**src/rtl/presub_pkg.sv**
```systemverilog
// Shared definitions for the pre-subtracted product recovery divider.
package presub_pkg;

  typedef enum logic [1:0] {
    IDLE = 2'd0,
    RUN  = 2'd1,
    DONE = 2'd2
  } state_t;

  localparam int PRESUB_WIDTH = 10;

endpackage

```
**src/rtl/presub_div_step.sv**
```systemverilog
// One restoring-division iteration: shift in the next dividend bit, compare, subtract if it fits.
module presub_div_step #(
  parameter int WIDTH = 10
) (
  input  logic [WIDTH:0]   rem_in,
  input  logic             bit_in,
  input  logic [WIDTH-1:0] div,
  output logic [WIDTH:0]   rem_out,
  output logic             q_bit
);

  logic [WIDTH+1:0] shifted;
  logic [WIDTH+1:0] div_ext;
  logic [WIDTH+1:0] result;

  // Combinational shift/compare/subtract for a single quotient bit
  always_comb begin
    shifted = {rem_in, bit_in};
    div_ext = {2'b00, div};
    q_bit   = (shifted >= div_ext);
    if (q_bit) begin
      result = shifted - div_ext;
    end else begin
      result = shifted;
    end
    rem_out = (WIDTH+1)'(result);
  end

endmodule

```
**src/rtl/presub_recover_unsigned.sv**
```systemverilog
// Divides a product by its divisor bit-serially and re-adds the subtrahend to recover d.
module presub_recover_unsigned
  import presub_pkg::*;
#(
  parameter int WIDTH = PRESUB_WIDTH
) (
  input  logic               clk,
  input  logic               rst,
  input  logic               in_valid,
  output logic               in_ready,
  input  logic [2*WIDTH-1:0] p,
  input  logic [WIDTH-1:0]   a,
  input  logic [WIDTH-1:0]   b,
  output logic               out_valid,
  input  logic               out_ready,
  output logic [2*WIDTH-1:0] q,
  output logic [WIDTH-1:0]   r,
  output logic [WIDTH-1:0]   d,
  output logic               div_by_zero
);

  localparam int CW = $clog2(2*WIDTH) + 1;

  state_t             state;
  state_t             state_next;
  logic [2*WIDTH-1:0] work;
  logic [2*WIDTH-1:0] work_next;
  logic [WIDTH:0]     rem;
  logic [WIDTH:0]     step_rem;
  logic               step_bit;
  logic [WIDTH-1:0]   a_hold;
  logic [WIDTH-1:0]   b_hold;
  logic [CW-1:0]      cnt;
  logic               accept;
  logic               last_iter;

  // work holds the dividend on entry and accumulates quotient bits from the LSB side
  presub_div_step #(.WIDTH(WIDTH)) u_step (
    .rem_in  (rem),
    .bit_in  (work[2*WIDTH-1]),
    .div     (b_hold),
    .rem_out (step_rem),
    .q_bit   (step_bit)
  );

  assign work_next = {work[2*WIDTH-2:0], step_bit};
  assign accept    = in_valid && in_ready;
  assign last_iter = (cnt == CW'(2*WIDTH-1));

  // State register
  always_ff @(posedge clk) begin
    if (rst) begin
      state <= IDLE;
    end else begin
      state <= state_next;
    end
  end

  // Next-state logic
  always_comb begin
    state_next = state;
    case (state)
      IDLE: begin
        if (accept) begin
          state_next = (b == WIDTH'(0)) ? DONE : RUN;
        end else begin
          state_next = IDLE;
        end
      end
      RUN: begin
        if (last_iter) begin
          state_next = DONE;
        end else begin
          state_next = RUN;
        end
      end
      DONE: begin
        if (out_ready) begin
          state_next = IDLE;
        end else begin
          state_next = DONE;
        end
      end
      default: state_next = IDLE;
    endcase
  end

  // Handshake outputs decoded from state; in_ready is also masked by reset
  always_comb begin
    in_ready  = 1'b0;
    out_valid = 1'b0;
    case (state)
      IDLE:    in_ready  = !rst;
      DONE:    out_valid = 1'b1;
      default: begin
        in_ready  = 1'b0;
        out_valid = 1'b0;
      end
    endcase
  end

  // Operand capture, iteration datapath and result registers
  always_ff @(posedge clk) begin
    if (rst) begin
      work        <= '0;
      rem         <= '0;
      a_hold      <= '0;
      b_hold      <= '0;
      cnt         <= '0;
      q           <= '0;
      r           <= '0;
      d           <= '0;
      div_by_zero <= 1'b0;
    end else begin
      case (state)
        IDLE: begin
          if (accept) begin
            work   <= p;
            rem    <= '0;
            a_hold <= a;
            b_hold <= b;
            cnt    <= '0;
            if (b == WIDTH'(0)) begin
              q           <= {(2*WIDTH){1'b1}};
              r           <= p[WIDTH-1:0];
              d           <= a - WIDTH'(1);
              div_by_zero <= 1'b1;
            end
          end
        end
        RUN: begin
          work <= work_next;
          rem  <= step_rem;
          cnt  <= cnt + CW'(1);
          if (last_iter) begin
            q           <= work_next;
            r           <= step_rem[WIDTH-1:0];
            d           <= a_hold + work_next[WIDTH-1:0];
            div_by_zero <= 1'b0;
          end
        end
        default: ;
      endcase
    end
  end

endmodule

```
**config.mk**
```make
export PLATFORM = sky130hd
export DESIGN_NAME = presub_recover_unsigned
export DESIGN_NICKNAME = d
export VERILOG_FILES = /design/src/rtl/presub_pkg.sv /design/src/rtl/presub_div_step.sv /design/src/rtl/presub_recover_unsigned.sv
export SDC_FILE = /design/constraint.sdc
export NUM_CORES = 1
export LEC_CHECK = 0
export ABC_CLOCK_PERIOD_IN_PS = 7730
export CAP_MARGIN = 20
export CORE_UTILIZATION = 59
export CTS_BUF_LIST = sky130_fd_sc_hd__clkbuf_8
export CTS_CLUSTER_DIAMETER = 50
export DETAILED_ROUTE_END_ITERATION = 7
export GPL_ROUTABILITY_DRIVEN = 1
export PLACE_DENSITY = 0.84
export SETUP_SLACK_MARGIN = 0.15
export SYNTH_ARGS = -nofsm -noshare
export SYNTH_HDL_FRONTEND = slang
export SYNTH_SLANG_ARGS = --single-unit
```
**constraint.sdc**
```tcl
create_clock -name clk -period 7.73 [get_ports clk]
set_input_delay 1.546 -clock clk [delete_from_list [all_inputs] [get_ports clk]]
set_output_delay 1.546 -clock clk [all_outputs]
set_load 0.005 [all_outputs]
```
Fig. 1: run 1, met4 routing
Drawn at 4 px/um. Supply wires on this layer in grey.
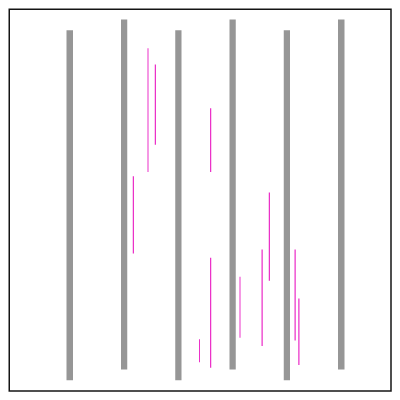
9 nets have wire on it. The wires run mostly vertical. The layer holds 1.6% of the routed length. The layer carries 217 um of wire. The longest straight run is 30.6 um.

Fig. 2: run 1, the metal 1 layer
Drawn at 6 px/um. Supply wires on this layer in grey.
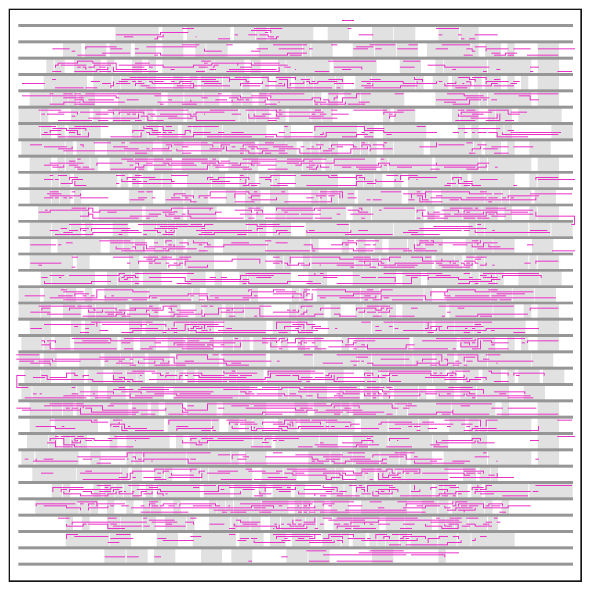
The longest straight run is 43.0 um. The layer carries 6010 um of wire. 697 nets have wire on it. The layer holds 44% of the routed length. The wires run mostly horizontal.

Fig. 3: run 1, sequential cells grouped by signal name
Drawn at 4 px/um. Other sequential cells in the stronger grey, the rest of the logic in the fainter grey.
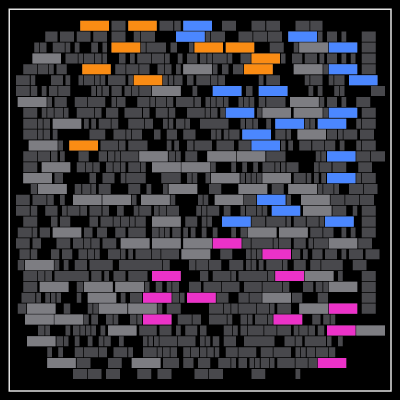
Blue marks q, sequential cells 20. Orange marks d, sequential cells 10. Magenta marks rem, sequential cells 11.
sequential power: 0.569 mW
final core area utilization: 74.8%
register area: 0.00200 mm^2
Seq/total area: 32.3%

Fig. 4: run 1, signal wires by layer
Drawn at 4 px/um. Only two layers are drawn.
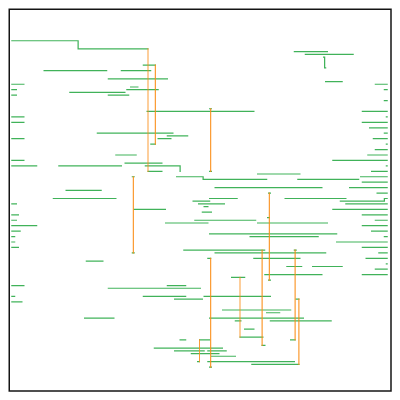
Orange marks metal 4, wire length 217 um. Green marks metal 3, wire length 994 um.

==> notes.md, run 1 <==
run results: status completed, CTS tree done, Peak Freq roughly 0.22 GHz, post-synthesis register bit count approximately 100, number of clock buffers in the layout 9, critical path class input pin to output port, yosys xor share 4.11%, fin. max-slew vios 0, critical path fanouts, max between 90 and 100, worst min-delay path startpoint d[3], combinational share of cell area between 40% and 50%, yosys cell count between 600 and 700, Max IR drop VDD between 0.1 and 0.15 mV, Syn-to-layout area delta 21.5%, mux share under 10%, Adder Share, Synth between 5 and 6%, switching share of power about 35%, first-pass GRT wire length around 22000 um, Initial DRT Pass Iterations 5, Fin Hold WS around 450 ps, Combinational Power Share 32.5%, pre-CTS setup slack about 3200 ps, final hold violations 0, setup TNS 0 ps, comb_multi_in 473, comb pwr between 0.4 and 0.5 mW, Yosys top cell area share 39.2%, Port Buffer Count about 86, worst hold path depth 2, Worst Reg-to-Reg Cells 16, I/O pin count ~87, Largest cells by area dfxtp_1, nand2_1, nor2_1, CTS clk-pin slew, worst paths approximately 100 ps, worst slew pin tran between 1000 and 1500 ps, Total Power roughly 1.4 mW, CTS Root Cell clkbuf_8, post-route cell area around 0.0062 mm^2, clock network power share roughly a quarter, Post-synth ARST share 0%, FF-to-FF End d[7], Maximum Capacitance Violations 0, Post-synth EDFFs 0, antenna violations before repair 0, Unique cell types ~65, largest net degree at the start of global routing around 100, Seq share, synth around two fifths, aggregate global routing overflow 0, Most used DFF post-synth dfxtp_1, DRC errors left 0, cts repair resizes 0, Hold WC Path Type flop to flop, Clock Power between 0.3 and 0.4 mW, r2r setup slk 3850 ps, critical path depth in cells 4, Hold EP d[3], stage-log warning count 26, Flops 100, clk_skew 11.6 ps, Placed Area around 0.0060 mm^2, Yosys warning total 0, CP max stage cell buf_4, Yosys top cell by area dfxtp_1, CP top delay family buffers and inverters, dpl hpwl slightly below 10000 um, filler cell count ~620, leakage power roughly 2.3 nW, Syn Inst Count around 640, power per cell area between 200 and 250 mW/mm^2, AO/OA Area Share about a fifth, clk tree area frac 3.41%, Data buffer area share approximately 15%, pre-placement core utilization ~62%, Setup-failing EPs final 0, Row Count 33, Inserted Diodes 0, Mapped Nets about 710, top power group sequential cells, top cells by count nand2_1, dfxtp_1, nor2_1, comb. cell area about 0.0029 mm^2, worst path cell trace buf_2 > buf_4 > nor3_1 > clkdlybuf4s50_1, R2R Path Start work[19], Post-layout nets 769, Inserted Clock Buffers 9, # hold bufs at CTS 0, Syn Area/Cell 8.01 um^2, number of buffer and inverter stages on the critical path 3, nonclk buf count just over 90, crit path DAT ~3000 ps, yosys stat area ~0.005 mm^2, Clock Latency Late Sink between 300 and 400 ps, Core Region between 0.008 and 0.009 mm^2, most frequent cell after synthesis nand2_1, worst endpoint required time between 6000 and 7000 ps, die height about 95 um, DR vias/cell between 6 and 7, sequential power share between 40% and 50%, Non-CTS inverters 25, crit path time final between 4000 and 5000 ps, number of global-route vias before repair approximately 4600, RSZ-0062 raised after global routing no, Top non-seq family simple AND/OR/NAND/NOR gates, remaining antenna violation count 0
## run 1: tightest hold or removal path, delay by kind of cell (launching register included)
| kind | cells | cell delay [ps] |
|---|---|---|
| AND-OR/OR-AND | 1 | 50 |
| flip-flops | 1 | 320 |
| AND/OR/NAND/NOR | 1 | 50 |
## run 1: state kept, by name, indices dropped and copies added (netlist names)
register	flops
a_hold	10
b_hold	10
cnt	6
d	10
div_by_zero	1
q	20
r	10
rem	11
state	2
work	20
## run 1: cells in the final DEF (no fill, tap or decap), types with 3 or more instances in the layout
cell type        count
nand4_1              5
clkdlybuf4s50_1     85
o211ai_1             6
xor2_1              13
nor4_1               4
buf_4                6
xnor2_1             11
nand3b_1             4
mux2i_1              7
nand2_1            113
nor2b_1              7
or3_1                4
a31oi_1              4
clkbuf_8             9
dfxtp_1            100
nand4b_1             3
nand3_1             10
o22ai_1              3
inv_1               24
a21oi_1             38
inv_6                3
a311oi_1            20
ha_1                21
o21ai_0             19
a211oi_1            19
nor3_1              25
nand2b_1             3
nor2_1              85
a221oi_1             3
## run 1: metal layers
| metal | global-route usage [%] | part of all wire, % |
|---|---|---|
| met1 | 42.7 | 44 |
| met5 | 0 | 0 |
| met4 | 11.1 | 1.6 |
| met3 | 4.23 | 7.3 |
| met2 | 50.7 | 47 |
## run 1: worst max-delay path by stage
stage	startpoint	end	slack, ps
after detailed placement	rst	in_ready	3180
final	rst	in_ready	3180
after floorplan	rst	in_ready	4270
after CTS	rst	in_ready	3170
after global placement	rst	in_ready	3200
after global routing	rst	in_ready	3070
## run 1: metrics by stage
| step | utilization (%) | std cells |
|---|---|---|
| global placement | 72.1 | 795 |
| floorplan | - | 638 |
| detailed placement | 72.1 | 795 |
| CTS | 74.7 | 811 |
| finish | 74.8 | 812 |
| global route | 74.8 | 812 |
Fig. 5: run 1, congestion heat map
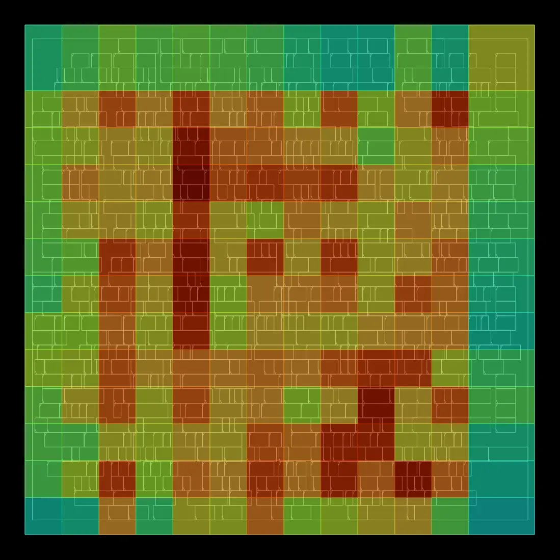

--- run 2 (diff from run 1) ---
--- a/config.mk
+++ b/config.mk
@@ -5,14 +5,14 @@
 export SDC_FILE = /design/constraint.sdc
 export NUM_CORES = 1
 export LEC_CHECK = 0
-export ABC_CLOCK_PERIOD_IN_PS = 7730
+export ABC_CLOCK_PERIOD_IN_PS = 3800
 export CAP_MARGIN = 20
-export CORE_UTILIZATION = 59
+export CORE_UTILIZATION = 50
 export CTS_BUF_LIST = sky130_fd_sc_hd__clkbuf_8
 export CTS_CLUSTER_DIAMETER = 50
 export DETAILED_ROUTE_END_ITERATION = 7
 export GPL_ROUTABILITY_DRIVEN = 1
-export PLACE_DENSITY = 0.84
+export PLACE_DENSITY = 0.75
 export SETUP_SLACK_MARGIN = 0.15
 export SYNTH_ARGS = -nofsm -noshare
 export SYNTH_HDL_FRONTEND = slang
==> constraint.sdc (replaced) <==
create_clock -name clk -period 3.8 [get_ports clk]
set_input_delay 0.76 -clock clk [delete_from_list [all_inputs] [get_ports clk]]
set_output_delay 0.76 -clock clk [all_outputs]
set_load 0.005 [all_outputs]
Fig. 6: run 2, congestion heat map
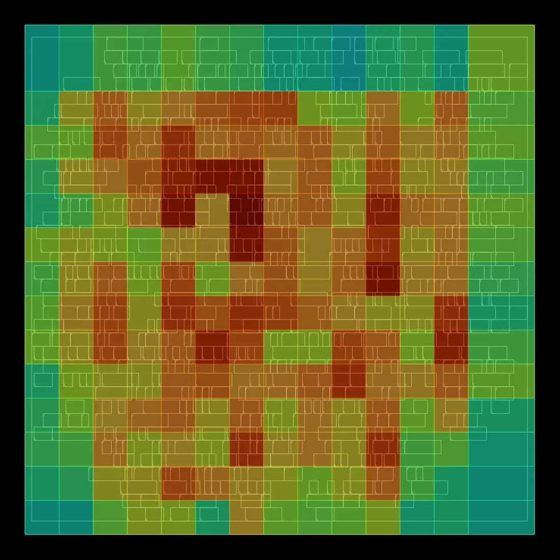
total global-route track usage: 28.5%
final core area utilization: 63.9%
routed length per placed instance: 17.0 um
GR Util met1: 37.9%

Fig. 7: run 2, sequential cells grouped by signal name
Drawn at 4 px/um. Other sequential cells in the stronger grey, the rest of the logic in the fainter grey.
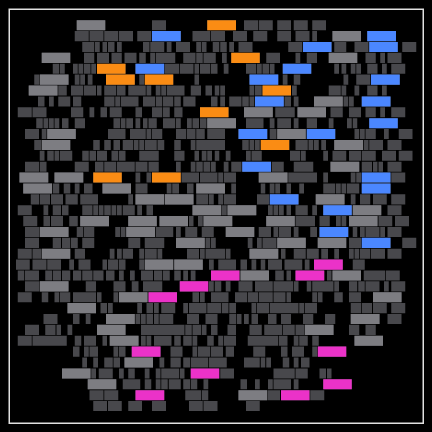
Orange marks d, sequential cells 10. Blue marks q, sequential cells 20. Magenta marks rem, sequential cells 11.
Another 59 sequential cells are not coloured.
Seq/total area: 31.9%
sequential power: 1.16 mW

==> notes.md, run 2 <==
run results: status completed, Unique cell types 65, power per cell area approximately 450 mW/mm^2, top cells by count nand2_1, dfxtp_1, nor2_1, critical path fanouts, max 8, worst endpoint required time 4040 ps, Seq share, synth 39.2%, Combinational Power Share between 30% and 40%, total number of vias around 4900, final hold violations 0, crit path time final about 3400 ps, Max IR drop VDD 0.210 mV, yosys stat area 0.00511 mm^2, stage-log warning count 26, clock network power share ~26%, leakage power roughly 2.3 nW, Maximum Capacitance Violations 0, most numerous logic cell after layout nand2_1, Post-synth ARST share 0%, global placement routability congestion ~0.95, Setup-failing EPs final 0, dpl hpwl roughly 10000 um, worst slew pin tran a little over 700 ps, Yosys top cell by area dfxtp_1, Relative slew margins about half, CP max stage cell o41ai_1, filler cell count around 900, Pint roughly 1.8 mW, DRC errors left 0, worst min-delay path startpoint b_hold[9], startpoint types flop, Cells after DPL 828, Clock Path Buffers 2, Largest cells by area dfxtp_1, nand2_1, nor2_1, Port Buffer Count approximately 86, Syn Area/Cell 8.01 um^2, comb. cell area 0.00285 mm^2, final non-filler cell total ~840, setup TNS 0 ps, H-tree lvl count 3, pre-placement core utilization 52.0%, Core Region slightly below 0.01 mm^2, clk_skew ~13 ps, Mapped Nets roughly 710, switching share of power between 30% and 40%, Inserted Diodes 0, Clock Power a little over 0.7 mW, RSZ-0062 raised after global routing no, Syn Inst Count 638, Syn-to-layout area delta 22.8%, final wirelength 14400 um, crit end category flop, Post-CTS Setup Bufs 0, # hold bufs at CTS 0, Placed Area 0.00607 mm^2, CTS tree done, Row Count 36, Peak Freq roughly 0.29 GHz, fin. max-slew vios 0, die height between 100 and 150 um, register area 0.00200 mm^2, worst path cell trace inv_1 > ha_1 > inv_1 > fa_1 > nand3_1 > a21oi_2 > o211ai_2 > nor2b_2 > inv_4 > ha_1 > a21oi_1 > o211ai_1 > o41a_1 > o41ai_1 > o22ai_1, most frequent cell after synthesis nand2_1, share of layout cells above drive strength 1 around 6.6%, I/O pin count around 87, Most used DFF post-synth dfxtp_1, top flop regs q (20), work (20), rem (11), Hold WC Path Type flop to flop, Critical Path Max Stage Delay roughly 420 ps, detailed router's first-iteration violation count 294, P_sw 0.992 mW, Yosys top cell area share between 30% and 40%, Post-synth EDFFs 0, yosys cell count roughly 640, Initial DRT Pass Iterations 5, Yosys warning total 0, post-synthesis register bit count ~100, crit path DAT around 3600 ps, CTS sink cnt about 100, Fin Hold WS between 400 and 500 ps, top power group sequential cells, Clock Latency Late Sink between 300 and 400 ps, Die X 103 um, remaining antenna violation count 0, sequential power share approximately two fifths, critical path class flop to flop, antenna violations before repair 0, largest net degree at the start of global routing ~71, Die Area 0.0106 mm^2, aggregate global routing overflow 0, CTS Root Cell clkbuf_8, DR vias/cell roughly 5.8, most frequent cells in the layout nand2_1, dfxtp_1, nor2_1, clkdlybuf4s50_1, a21oi_1, cts repair resizes 0, Post-layout nets about 770, post-route cell area 0.00627 mm^2, comb pwr about 0.93 mW, CTS clk-pin slew, worst paths 100 ps, fin crit share about nine tenths, number of global-route vias before repair ~4600, R2R Path Start work[19], Inserted Clock Buffers 9, Critical Path Start work[19], Syn Std Cell Area roughly 0.005 mm^2, first-pass GRT wire length between 20000 and 25000 um
[run 2: cell counts after synthesis]
No cell type changed its count.
[run 2: per-stage QoR]
step | worst slack (ps) | util [%] | total power [mW]
4_1_cts | 399 | 63.9 | 2.79
3_3_place_gp | 616 | 61.8 | 2.07
2_1_floorplan | 736 | - | 1.86
6_report | 402 | 63.9 | 2.80
5_1_grt | 157 | 63.9 | 2.94
3_5_place_dp | 438 | 61.8 | 2.09
[run 2: critical path: cells and delay by family (launching register included)]
family                     cells  cell delay, ps
buffers and inverters          3             240
AOI/OAI and AO/OA              7            1550
adders and majority gates      3             760
and+or+nand+nor                2             370
DFF                            1             320
[run 2: final cells by class]
class                   instances  area share, %
well taps                     133           2.65
inverters                      25           1.54
clock inverters                 7           1.28
repair buffers                 97           15.2
flip-flops and latches        100           31.9
clock buffers                   9           1.97
multi-input cells             473           45.5
[run 2: kinds of logic (layout without fill, tap and decap cells)]
kind of cell / after synthesis / in the layout / share of synthesized area, %
mux: 8 / 8 / 1.67
buf+inv: 65 / 138 / 5.17
simple gates: 277 / 277 / 24.5
xor+xnor: 24 / 24 / 4.11
compound gates: 141 / 141 / 19.5
flops: 100 / 100 / 39.2
fa+ha+maj: 23 / 23 / 5.93
[run 2: path summary, 6_finish.rpt]
check	endpoint	slack (ps)	cells after the start
min reg2reg	b_hold[9]	460	2
max	d[9]	400	15
max reg2reg	d[9]	400	15
min	b_hold[9]	460	2
[run 2: metal layers]
| layer | GRT usage (%) | routed length (um) |
|---|---|---|
| met4 | 10.7 | 274 |
| met1 | 37.9 | 6500 |
| met2 | 47.0 | 6640 |
| met3 | 4.14 | 965 |
| met5 | 0 | 0 |
--- run 3 (diff from run 2) ---
--- a/config.mk
+++ b/config.mk
@@ -14,6 +14,7 @@
 export GPL_ROUTABILITY_DRIVEN = 1
 export PLACE_DENSITY = 0.75
 export SETUP_SLACK_MARGIN = 0.15
+export SKIP_CTS_REPAIR_TIMING = 1
 export SYNTH_ARGS = -nofsm -noshare
 export SYNTH_HDL_FRONTEND = slang
 export SYNTH_SLANG_ARGS = --single-unit
Fig. 8: run 3, congestion heat map
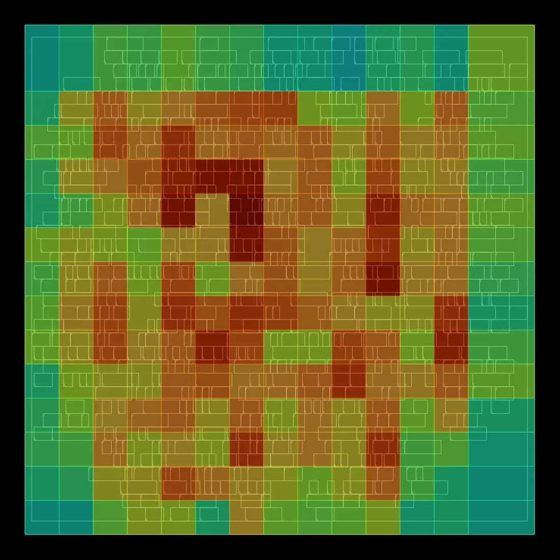
met2 Use GR: 47.0%
gr busiest metal: met2
global routing met3 resource utilization: 4.14%

Fig. 9: run 3, the metal 1 layer
Drawn at 6 px/um. Supply wires on this layer in grey.
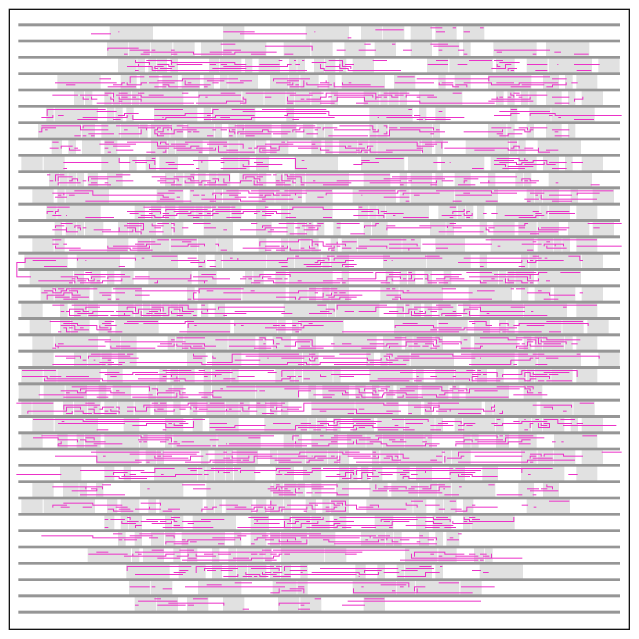
The wires run mostly horizontal. The longest straight run is 37.7 um.
final wirelength: 14400 um
total number of vias: 4919

==> notes.md, run 3 <==
run results: Fin Hold WS around 460 ps, Largest cells by area dfxtp_1, nand2_1, nor2_1, yosys stat area roughly 0.0051 mm^2, Initial DRT Pass Iterations 5, Yosys top cell by area dfxtp_1, setup TNS 0 ps, Mapped Nets approximately 700, share of layout cells above drive strength 1 under 10%, leakage power 2.28 nW, fin crit share between 80 and 90%, crit path DAT between 3000 and 4000 ps, top cells by count nand2_1, dfxtp_1, nor2_1, pre-CTS setup slack 438 ps, Syn Std Cell Area 0.00511 mm^2, Clock Latency Late Sink around 370 ps, CTS tree done, Hold WC Path Type flop to flop, Syn-to-layout area delta 22.8%, crit path time final between 3000 and 4000 ps, Cells after DPL between 800 and 900, Post-layout nets 773, Peak Freq 0.294 GHz, antenna violations before repair 0, die height a little over 100 um, most frequent cell after synthesis nand2_1, CTS Root Cell clkbuf_8, worst slew pin tran between 700 and 800 ps, Most used DFF post-synth dfxtp_1, Seq share, synth between 30% and 40%, pre-placement core utilization 52.0%, post-synthesis register bit count about 100, Core Region just under 0.01 mm^2, DRC errors left 0, stage-log warning count 26, H-tree lvl count 3, Clock Path Buffers 2, Max IR drop VDD about 0.21 mV, Row Count 36, crit end category flop, critical path class flop to flop, critical path fanouts, max 8, Yosys top cell area share between 30% and 40%, yosys cell count roughly 640, largest net degree at the start of global routing 71, CTS sink cnt about 100, clk_skew approximately 13 ps, global placement routability congestion about 0.95, Inserted Diodes 0, startpoint types flop, status completed, I/O pin count roughly 87, most numerous logic cell after layout nand2_1, Port Buffer Count roughly 86, Syn Area/Cell 8.01 um^2, Die Area about 0.011 mm^2, dpl hpwl about 10000 um, Maximum Capacitance Violations 0, top flop regs q (20), work (20), rem (11), Die X 103 um, final core area utilization between 60% and 70%, Post-synth ARST share 0%, Relative slew margins 51.7%, final non-filler cell total ~840, CTS clk-pin slew, worst paths about 100 ps, aggregate global routing overflow 0, first-pass GRT wire length between 20000 and 25000 um, DR vias/cell around 5.8, worst endpoint required time a little over 4000 ps, Yosys warning total 0, Syn Inst Count around 640, Setup-failing EPs final 0, Inserted Clock Buffers 9, Post-synth EDFFs 0, remaining antenna violation count 0, fin. max-slew vios 0, routed length per placed instance about 17 um, number of global-route vias before repair between 4000 and 5000, post-route setup slack between 400 and 500 ps, total global-route track usage between 20 and 30%, final hold violations 0, Placed Area between 0.006 and 0.007 mm^2, Total Power approximately 2.8 mW, detailed router's first-iteration violation count 294, power per cell area 446 mW/mm^2, Unique cell types 65, RSZ-0062 raised after global routing no, post-route cell area between 0.006 and 0.007 mm^2, most frequent cells in the layout nand2_1, dfxtp_1, nor2_1, clkdlybuf4s50_1, a21oi_1
-- run 3: layout make-up --
cell class	count	area, um^2
clock buffers	9	124
clock inverters	7	80.1
fillers	904	3550
inverters	25	96.3
multi-input cells	473	2850
flip-flops and latches	100	2000
well taps	133	166
repair buffers	97	951
-- run 3: kinds of logic after synthesis --
| group | after synthesis | share of synthesized area (%) |
|---|---|---|
| simple gates | 277 | 24.5 |
| flops | 100 | 39.2 |
| xor+xnor | 24 | 4.11 |
| fa+ha+maj | 23 | 5.93 |
| mux | 8 | 1.67 |
| buf+inv | 65 | 5.17 |
| compound gates | 141 | 19.5 |
-- run 3: final timing paths --
| kind | from | end | slack (ps) | cells past startpoint |
|---|---|---|---|---|
| worst max-delay path | work[19] | d[9] | 400 | 15 |
| worst min-delay path | b_hold[9] | b_hold[9] | 460 | 2 |
| worst max register to register | work[19] | d[9] | 400 | 15 |
| worst min register to register | b_hold[9] | b_hold[9] | 460 | 2 |
-- run 3: critical path, cell delays in order, from the launching register on --
cell	delay, ps
dfxtp_1	320
inv_1	90
ha_1	170
inv_1	50
fa_1	390
nand3_1	120
a21oi_2	80
o211ai_2	200
nor2b_2	250
inv_4	100
ha_1	200
a21oi_1	180
o211ai_1	150
o41a_1	380
o41ai_1	420
o22ai_1	140
-- run 3: routing by layer --
metal  global-route usage, %  vias to the layer above  part of all wire (%)
met5                       0                        -                     0
met4                    10.7                        0                   1.9
met3                    4.14                       28                   6.7
met2                    47.0                      182                    46
met1                    37.9                     2335                    45
li1                        -                     2374                     -
-- run 3: power by group --
group | leakage (nW) | switching (mW) | total, mW | internal [mW]
Clock | 0.0973 | 0.402 | 0.716 | 0.314
Sequential | 0.812 | 0.0518 | 1.16 | 1.10
Combinational | 1.37 | 0.538 | 0.927 | 0.389
No activity file was given, so power comes from the tool's default toggle rates.
